--- src/rtl/calc_pkg.sv ---
// Shared types and constants for the calculator display receiver:
// producer status codes, digit type and fixed active-low segment glyphs.
package calc_pkg;

    localparam int N_DIG = 8;

    typedef logic [3:0] digit_t;

    typedef enum logic [1:0] {
        ST_ERRO    = 2'b00,
        ST_OCUPADO = 2'b01,
        ST_PRONTO  = 2'b10
    } status_t;

    // Segment order {g,f,e,d,c,b,a}, 0 = segment lit
    localparam logic [6:0] SEG_BLANK = 7'h7F;
    localparam logic [6:0] SEG_DASH  = 7'h3F;
    localparam logic [6:0] SEG_E     = 7'h06;
    localparam logic [6:0] SEG_R     = 7'h2F;
    localparam logic [6:0] SEG_O     = 7'h23;

    // Non-BCD input is stored as 4'hF so it renders as a dash
    function automatic digit_t sanitize(input digit_t d);
        return (d > 4'd9) ? 4'hF : d;
    endfunction

endpackage

--- src/rtl/seg7_decoder.sv ---
// Combinational BCD-to-7-segment decoder, active-low {g,f,e,d,c,b,a}.
// 4'hF renders a dash; 10..14 are blank.
module seg7_decoder
    import calc_pkg::*;
(
    input  digit_t     digit,
    output logic [6:0] seg
);

    always_comb begin
        seg = SEG_BLANK;
        case (digit)
            4'd0:    seg = 7'h40;
            4'd1:    seg = 7'h79;
            4'd2:    seg = 7'h24;
            4'd3:    seg = 7'h30;
            4'd4:    seg = 7'h19;
            4'd5:    seg = 7'h12;
            4'd6:    seg = 7'h02;
            4'd7:    seg = 7'h78;
            4'd8:    seg = 7'h00;
            4'd9:    seg = 7'h10;
            4'hF:    seg = SEG_DASH;
            default: seg = SEG_BLANK;
        endcase
    end

endmodule

--- src/rtl/calc_display.sv ---
// Receives the calculator's serial digit stream into a shadow buffer, commits
// whole frames on end-of-frame, and scans the committed frame onto 8 displays.
module calc_display
    import calc_pkg::*;
#(
    parameter int SCAN_DIV = 4,
    parameter bit BLANK_LZ = 1'b1
) (
    input  logic       clock,
    input  logic       reset,
    input  logic [1:0] status,
    input  logic [3:0] data,
    input  logic [3:0] pos,
    output logic [7:0] an,
    output logic [6:0] seg,
    output logic       frame_tick,
    output logic       err
);

    localparam int DIV_W = (SCAN_DIV > 1) ? $clog2(SCAN_DIV) : 1;

    digit_t           shadow_reg [N_DIG];
    digit_t           active_reg [N_DIG];
    logic             prev_lt8_reg;
    logic [DIV_W-1:0] div_reg;
    logic [2:0]       scan_idx_reg;
    logic [7:0]       an_reg;
    logic [6:0]       seg_reg;
    logic [6:0]       seg_next;
    logic             frame_tick_reg;
    logic             err_reg;

    logic             pos_lt8;
    logic             capture;
    logic             commit;
    logic [N_DIG-1:0] nonzero;
    logic [N_DIG-1:0] lz_blank;
    logic [6:0]       dec_seg;

    assign pos_lt8 = ~pos[3];
    assign capture = pos_lt8 && (status != ST_PRONTO);
    // Only the first end-of-frame beat after a data beat commits
    assign commit  = !pos_lt8 && prev_lt8_reg;

    always_ff @(posedge clock or posedge reset) begin
        if (reset) begin
            for (int i = 0; i < N_DIG; i++) begin
                shadow_reg[i] <= '0;
                active_reg[i] <= '0;
            end
            prev_lt8_reg   <= 1'b0;
            frame_tick_reg <= 1'b0;
            err_reg        <= 1'b0;
        end else begin
            if (capture)
                shadow_reg[pos[2:0]] <= sanitize(data);
            if (commit) begin
                for (int i = 0; i < N_DIG; i++)
                    active_reg[i] <= shadow_reg[i];
            end
            prev_lt8_reg   <= pos_lt8;
            frame_tick_reg <= commit;
            err_reg        <= err_reg | (status == ST_ERRO);
        end
    end

    // Digit i (i > 0) is a leading zero when it and everything above it is zero
    genvar gi;
    generate
        for (gi = 0; gi < N_DIG; gi++) begin : g_lz
            assign nonzero[gi] = |active_reg[gi];
            if (gi == 0) begin : g_lsd
                assign lz_blank[gi] = 1'b0;
            end else begin : g_upper
                assign lz_blank[gi] = BLANK_LZ && (nonzero[N_DIG-1:gi] == '0);
            end
        end
    endgenerate

    seg7_decoder u_dec (
        .digit (active_reg[scan_idx_reg]),
        .seg   (dec_seg)
    );

    always_comb begin
        seg_next = dec_seg;
        if (err_reg) begin
            case (scan_idx_reg)
                3'd0:    seg_next = SEG_O;
                3'd1:    seg_next = SEG_R;
                3'd2:    seg_next = SEG_R;
                3'd3:    seg_next = SEG_E;
                default: seg_next = SEG_BLANK;
            endcase
        end else if (lz_blank[scan_idx_reg]) begin
            seg_next = SEG_BLANK;
        end
    end

    always_ff @(posedge clock or posedge reset) begin
        if (reset) begin
            div_reg      <= '0;
            scan_idx_reg <= '0;
            an_reg       <= 8'hFF;
            seg_reg      <= SEG_BLANK;
        end else begin
            if (div_reg == DIV_W'(SCAN_DIV - 1)) begin
                div_reg      <= '0;
                scan_idx_reg <= scan_idx_reg + 3'd1;
            end else begin
                div_reg <= div_reg + 1'b1;
            end
            an_reg  <= ~(8'b1 << scan_idx_reg);
            seg_reg <= seg_next;
        end
    end

    assign an         = an_reg;
    assign seg        = seg_reg;
    assign frame_tick = frame_tick_reg;
    assign err        = err_reg;

endmodule
--- config.mk ---
export PLATFORM = sky130hd
export DESIGN_NAME = calc_display
export DESIGN_NICKNAME = d
export VERILOG_FILES = /design/src/rtl/calc_pkg.sv /design/src/rtl/seg7_decoder.sv /design/src/rtl/calc_display.sv
export SDC_FILE = /design/constraint.sdc
export NUM_CORES = 1
export LEC_CHECK = 0
export CAP_MARGIN = 15
export CORE_MARGIN = 2
export CORE_UTILIZATION = 25
export CTS_CLUSTER_DIAMETER = 40
export DETAILED_ROUTE_END_ITERATION = 6
export PLACE_DENSITY = 0.43
export SYNTH_ARGS = -nofsm -noshare
export SYNTH_HDL_FRONTEND = slang
export SYNTH_HIERARCHICAL = 1
export SYNTH_SLANG_ARGS = --single-unit
--- constraint.sdc ---
create_clock -name clock -period 2.45 [get_ports clock]
set_input_delay 0.245 -clock clock [delete_from_list [all_inputs] [get_ports clock]]
set_output_delay 0.245 -clock clock [all_outputs]
set_load 0.01 [all_outputs]
==> flow_metrics.rpt, run 1 <==
IMPLEMENTATION SUMMARY REPORT
----------------------------------------------------
[Placed design]
  Post-Place Setup Slack ........................ about 0.2 ns
  Global placement routability congestion ........................ about 0.75
  HPWL Detailed ........................ 5890 um
  Inst Count DP ........................ approximately 540
  DP Area ........................ between 0.004 and 0.005 sq mm

[Die]
  Core box area ........................ ~0.015 sq mm
  Height of the die ........................ between 100 and 150 um
  Area of the die ........................ ~0.017 sq mm
  Floorplan core density ........................ 25.7%

[Yosys]
  Yosys reg bits ........................ ~87
  Sequential share of the synthesized area ........................ 55.8%
  Async SR Flop Fraction ........................ 100%
  Share of synthesized cell area in and, or, nand and nor gates ........................ 8.68%
  Adders+Majority by Area ........................ slightly above 4%
  Count of library flops with an enable pin ........................ 0
  Distinct lib cells ........................ 35
  Most used DFF post-synth ........................ dfrtp_1
  Chip area line of the yosys report ........................ 0.00393 sq mm
  Yosys warns ........................ 6
  Leading post-synthesis cells by instance count ........................ 72 x dfrtp_1, 59 x mux2_2, 31 x nand2_1, 18 x nor2_1
  Multiplexer share of the synthesized area ........................ between 20% and 30%
  Mean Syn Cell Area ........................ around 13 sq um
  Synth Area in Compound Gates ........................ under 10%
  Instance tally after logic synthesis ........................ slightly above 300
  Main area contributors after synthesis ........................ dfrtp_1 46%, mux2_2 17%, dfstp_2 10%
  Cell Area, Synth ........................ about 0.0039 sq mm
  Area share of the largest cell type after synthesis ........................ 45.8%
  Synthesized netlist net count ........................ roughly 330

[Routing]
  Number of detailed-routing iterations run before antenna repair ........................ 4
  Met3 wirelength from detailed routing ........................ ~390 um
  Wire length on met1 ........................ roughly 4300 um
  Via density per instance ........................ ~4.3
  Uppermost routed layer ........................ met4
  Remaining design rule violation count ........................ 0
  Violation count after the first detailed-routing iteration ........................ between 50 and 60

[Worst setup path]
  WS Path Type ........................ reg2reg
  R2R depth ........................ 11
  Origin of the worst setup path ........................ scan_idx_reg[0]$_DFFE_PP0P_
  Required time of the critical path ........................ ~2.7 ns
  Data arrival time of the worst path ........................ about 2.5 ns
  Reg-to-reg critical path endpoint ........................ seg[0]$_DFF_PP1_
  Startpoint of the worst-slack reg-to-reg timing path ........................ scan_idx_reg[0]$_DFFE_PP0P_
  Biggest fanout along the worst timing path ........................ 11
  Startpoint type of the worst setup path ........................ register
  End point of the critical path ........................ seg[0]$_DFF_PP1_
  Setup slack on the worst flop-to-flop path ........................ 0.22 ns

[Pwr]
  Combinational cell power ........................ 735 uW
  P_sw ........................ roughly 1.2 mW
  Sequential power share ........................ roughly half
  Proportion of power drawn by the clock network ........................ between 30 and 40%
  Internal power ........................ roughly 3.0 mW
  Overall power of the completed layout ........................ about 4.1 mW
  Power density over the cells ........................ around 860 mW/mm^2
  Worst-case vdd ir drop ........................ roughly 0.00036 V
  Seq pwr ........................ 2.01 mW
  Top Consumer ........................ registers

[Clock network]
  Root buffer cell ........................ clkbuf_16
  CTS H-Tree Depth ........................ 3
  Clock net sink count ........................ roughly 87
  TritonCTS clock tree ........................ built
  Source-to-sink clock delay at the later pin of the worst-skew pair ........................ between 0.3 and 0.4 ns
  Gates resized, CTS repair ........................ 0
  Hold buffer count at cts ........................ 0
  Clock-pin slew of the registers on the worst-case setup and hold paths ........................ 0.07 ns
  Maximum number of buffers from clock root to sink ........................ 2

[Timing]
  Period Utilization, post-route ........................ about nine tenths
  Final tally of hold violations ........................ 0
  Final setup violation count ........................ 0
  Final critical delay including setup and external delays ........................ roughly 2.2 ns
  Setup slack after layout ........................ 0.225 ns
  Total negative setup slack ........................ 0 ns
  Max frequency ........................ about 450 MHz
  Rel. slew slack ........................ roughly two thirds
  Unrepaired setup endpoints after global routing ........................ false
  Max-slew violation count ........................ 0

[Global routing]
  Wire length of the first global-routing pass ........................ around 14,000 um
  Aggregate global routing overflow ........................ 0
  Global Route met2 Usage ........................ between 10% and 20%
  Fraction of met1 tracks used by global routing ........................ 15.6%
  Number of global-route vias before repair ........................ roughly 2,400
  Largest net degree at the start of global routing ........................ 88
  Layer with the highest usage ........................ met2
  Number of antenna violations at the first check in global routing ........................ 0
  Met3 usage in global routing ........................ 4.05%

[Status]
  Run status ........................ completed

[Finish]
  Final net count ........................ about 370
  Most instantiated logic cell after routing ........................ dfrtp_1
  Fraction of final layout cells with drive strength greater than 1 ........................ 33.8%
  Combinational Area ........................ around 0.0016 sq mm
  Area growth from synthesis to final layout ........................ 22.0%
  Non-Filler Cell Area, Final ........................ around 0.0048 sq mm
  Final core utilization ........................ between 30% and 40%
  FF+latch area ........................ approximately 0.0022 sq mm
  Number of fill cells in the layout ........................ approximately 1,600
  Tally of non-filler cells in the final layout ........................ between 500 and 600
  Commonest cells after routing, fill and taps aside ........................ 71 x dfrtp_1, 59 x mux2_2, 31 x nand2_1

[Hold path]
  Type of the worst min-delay path ........................ in2async

----------------------------------------------------
run 1: worst max-delay path: stages (launching register included):
cell and delay (ns):
dfrtp_1 0.47, buf_4 0.23, mux4_2 0.19, nand2_1 0.05, nand2_1 0.19, inv_1 0.12, ha_1 0.19, or2_2 0.30
a21oi_2 0.15, a31oi_1 0.06, nor2_1 0.11, a21oi_1 0.07
run 1: cell type report:
| class | instances | share of cell area, % |
|---|---|---|
| sequential | 87 | 45.8 |
| tap | 211 | 5.50 |
| timing repair buffer | 36 | 7.35 |
| clock buffer | 10 | 4.77 |
| multi-input combinational | 192 | 33.9 |
| clock inverter | 6 | 1.43 |
| inverter | 15 | 1.25 |
Fig. 1: run 1, register map, names as in the netlist
Scale bar: 50 um. Other sequential cells in the stronger grey, the rest of the logic in the fainter grey.
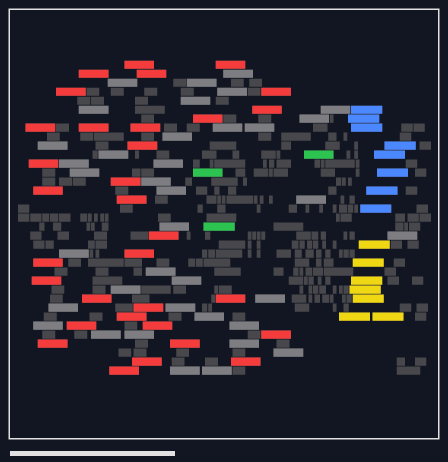
| colour | name in the netlist | flops |
|---|---|---|
| blue | an | 8 |
| green | scan_idx_reg | 3 |
| red | shadow_reg | 32 |
| yellow | seg | 7 |
not coloured: 37

Fig. 2: run 1, clock wiring as the flow saved it
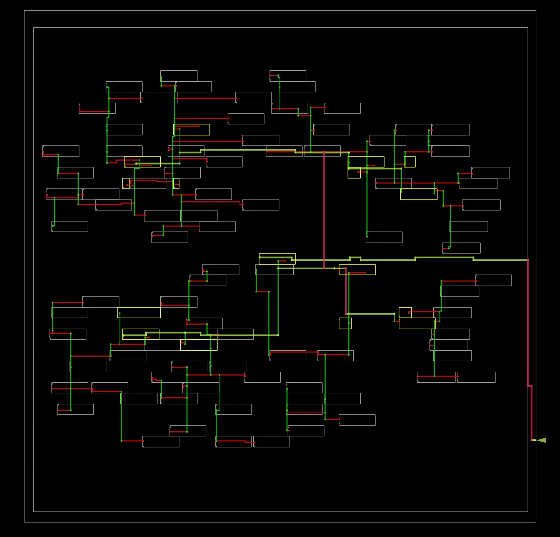
P_clk: 1.39 mW
final clock skew: 0.0148 ns
number of clock-tree buffers in the layout: 10

Fig. 3: run 1, wires at chosen ports, followed through buffers
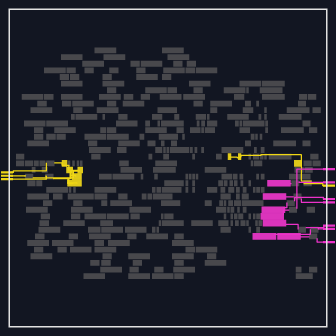
| colour | port | bits | direction | edge | end cells | buffers | wire |
|---|---|---|---|---|---|---|---|
| yellow | pos | 4 | input | 3 left, 1 right | 10 | 4 | 157 um |
| magenta | seg | 7 | output | right | 7 | 7 | 121 um |
IO Port Bufs: 28
boundary pin count: 29

Fig. 4: run 1, metal layers overlaid
Scale bar: 50 um.
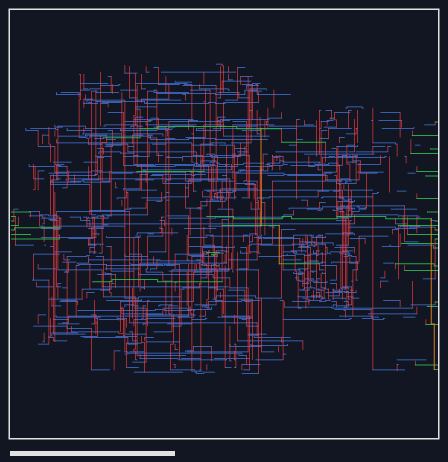
| colour | layer | wire length |
|---|---|---|
| orange | metal 4 | 87.3 um |
| green | metal 3 | 390 um |
| red | metal 2 | 3,510 um |
| blue | metal 1 | 4,340 um |
number of vias after detailed routing: 2,382
Global Route Usage Sum: 10.9%
DRT Wirelength: 8330 um
drt wl/cell: 15.0 um

==> run 2, diff against run 1 <==
- CORE_UTILIZATION: 25 -> 33
- PLACE_DENSITY: 0.43 -> 0.53
==> run 2 against run 1 <==
  * Critical path depth did not move
  * Global-route usage up 2.1 points
  * Critical path type unchanged
  * Non-clock buffer count decreased by 1
  * Total power down 2.8%
  * Sequential cell count is the same
  * Fmax up 1.0%
  * Final cell count shrank 12%
  * The flow now finishes with violations (DRC)
==> flow_metrics.rpt, run 2 <==
IMPLEMENTATION SUMMARY REPORT
----------------------------------------------------
[Worst setup path]
  Setup slack on the worst flop-to-flop path ........................ approximately 0.25 ns
  End point of the critical path ........................ seg[0]$_DFF_PP1_
  List of cells traversed by the critical path ........................ buf_4 -> mux4_2 -> nand2_1 -> nand2_1 -> inv_1 -> ha_1 -> or2_2 -> a21oi_2 -> a31oi_1 -> nor2_1 -> a21oi_1
  Largest incremental delay on the critical path ........................ about 0.46 ns
  Biggest fanout along the worst timing path ........................ 9
  Startpoint type of the worst setup path ........................ register
  Startpoint of the worst-slack reg-to-reg timing path ........................ scan_idx_reg[1]$_DFFE_PP0P_
  Cell type of the slowest stage on the worst timing path ........................ dfrtp_2

[Yosys]
  Adders+Majority by Area ........................ around 4.1%
  Yosys reg bits ........................ around 87
  Instance tally after logic synthesis ........................ 304
  Sequential share of the synthesized area ........................ around 56%
  Mean Syn Cell Area ........................ between 10 and 15 sq um
  Yosys warns ........................ 6
  Main area contributors after synthesis ........................ dfrtp_1 46%, mux2_2 17%, dfstp_2 10%
  Cell Area, Synth ........................ around 0.0039 sq mm
  Share of synthesized cell area in and, or, nand and nor gates ........................ a little under 9%
  Synthesized netlist net count ........................ around 330
  Area share of the largest cell type after synthesis ........................ between 40% and 50%
  Async SR Flop Fraction ........................ 100%
  Synth Area in Compound Gates ........................ roughly 5.2%

[Status]
  Run status ........................ finished with violations
  Violations in the final reports ........................ DRC

[Pwr]
  Top Consumer ........................ registers
  Internal power ........................ 2.94 mW
  P_clk ........................ roughly 1.3 mW
  Worst-case vdd ir drop ........................ between 0.0004 and 0.0005 V
  Overall power of the completed layout ........................ roughly 4.0 mW

[Clock network]
  TritonCTS clock tree ........................ built
  Clock net sink count ........................ between 80 and 90
  Maximum number of buffers from clock root to sink ........................ 2
  CTS H-Tree Depth ........................ 3
  Clock-pin slew of the registers on the worst-case setup and hold paths ........................ 0.06 ns

[Timing]
  Rel. slew slack ........................ roughly 67%
  Final setup violation count ........................ 0
  Final tally of hold violations ........................ 0
  Final clock skew ........................ about 0.0075 ns
  Final critical delay including setup and external delays ........................ around 2.2 ns
  Setup slack after layout ........................ 0.247 ns
  Max frequency ........................ about 450 MHz
  Total negative setup slack ........................ 0 ns
  Period Utilization, post-route ........................ approximately 90%

[Die]
  Height of the die ........................ between 100 and 150 um
  Boundary pin count ........................ 29

[Global routing]
  Number of antenna violations at the first check in global routing ........................ 0
  Aggregate global routing overflow ........................ 0
  Met3 usage in global routing ........................ under 10%
  Fraction of met1 tracks used by global routing ........................ 18.7%
  Number of global-route vias before repair ........................ 2,355
  Layer with the highest usage ........................ met2
  Global Route Usage Sum ........................ around an eighth
  Largest net degree at the start of global routing ........................ ~70
  Wire length of the first global-routing pass ........................ ~13,000 um

[Routing]
  Drt wl/cell ........................ 15.8 um
  Met3 wirelength from detailed routing ........................ 294 um
  Violation count after the first detailed-routing iteration ........................ around 65
  Number of detailed-routing iterations run before antenna repair ........................ 6
  Uppermost routed layer ........................ met4
  Remaining design rule violation count ........................ 3
  Via density per instance ........................ around 4.8
  Number of vias after detailed routing ........................ about 2,300

[Finish]
  Non-Filler Cell Area, Final ........................ 0.00470 sq mm
  Fraction of final layout cells with drive strength greater than 1 ........................ between 30% and 40%
  Tally of non-filler cells in the final layout ........................ ~490
  Final core utilization ........................ 40.8%

[Hold path]
  Type of the worst min-delay path ........................ in2async

[Placed design]
  Global placement routability congestion ........................ roughly 0.77
  DP Area ........................ 0.00441 sq mm

----------------------------------------------------
## run 2: cells by family (layout without fill, tap and decap cells)
group           count (synthesis)  count (layout)
simple gates                   71              71
xor+xnor                        1               1
mux                            71              71
compound gates                 36              36
buf+inv                        25              66
fa+ha+maj                      13              13
flops                          87              87
## run 2: area by class of cell
class                      instances  area, sq um  area share (%)
clock buffer                      13          260            5.54
inverter                          15         60.1            1.28
clock inverter                     3         26.3           0.560
sequential                        87         2200            46.8
timing repair buffer              35          345            7.35
multi-input combinational        192         1630            34.6
tap                              143          179            3.81
## run 2: timing repair
action | in CTS | in global routing
gates resized | 0 | 2
setup buffers | 0 | 0
hold buffers | 0 | 0
endpoints found under the setup margin | 0 | 2
endpoints found under the hold margin | 0 | 0
Fig. 5: run 2, wires at chosen ports, followed through buffers
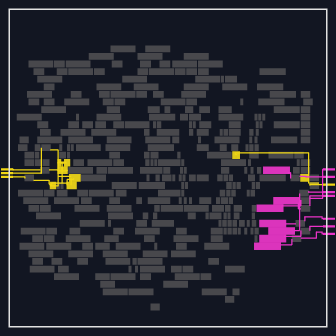
| colour | port | bits | direction | edge | end cells | buffers | wire |
|---|---|---|---|---|---|---|---|
| yellow | pos | 4 | input | 3 left, 1 right | 10 | 4 | 147 um |
| magenta | seg | 7 | output | right | 7 | 7 | 115 um |

Fig. 6: run 2, metal layers overlaid
Scale bar: 20 um.
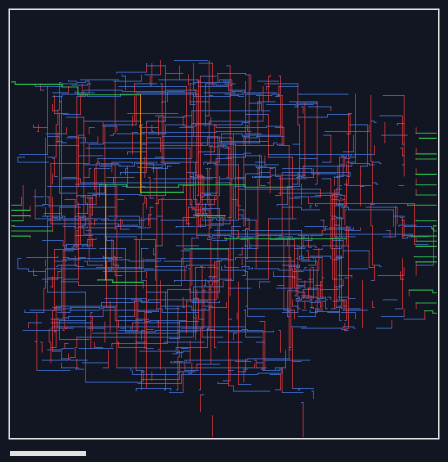
| colour | layer | wire length |
|---|---|---|
| green | metal 3 | 294 um |
| orange | metal 4 | 51.0 um |
| blue | metal 1 | 3,870 um |
| red | metal 2 | 3,500 um |

Power and IR drop assume default switching activity.
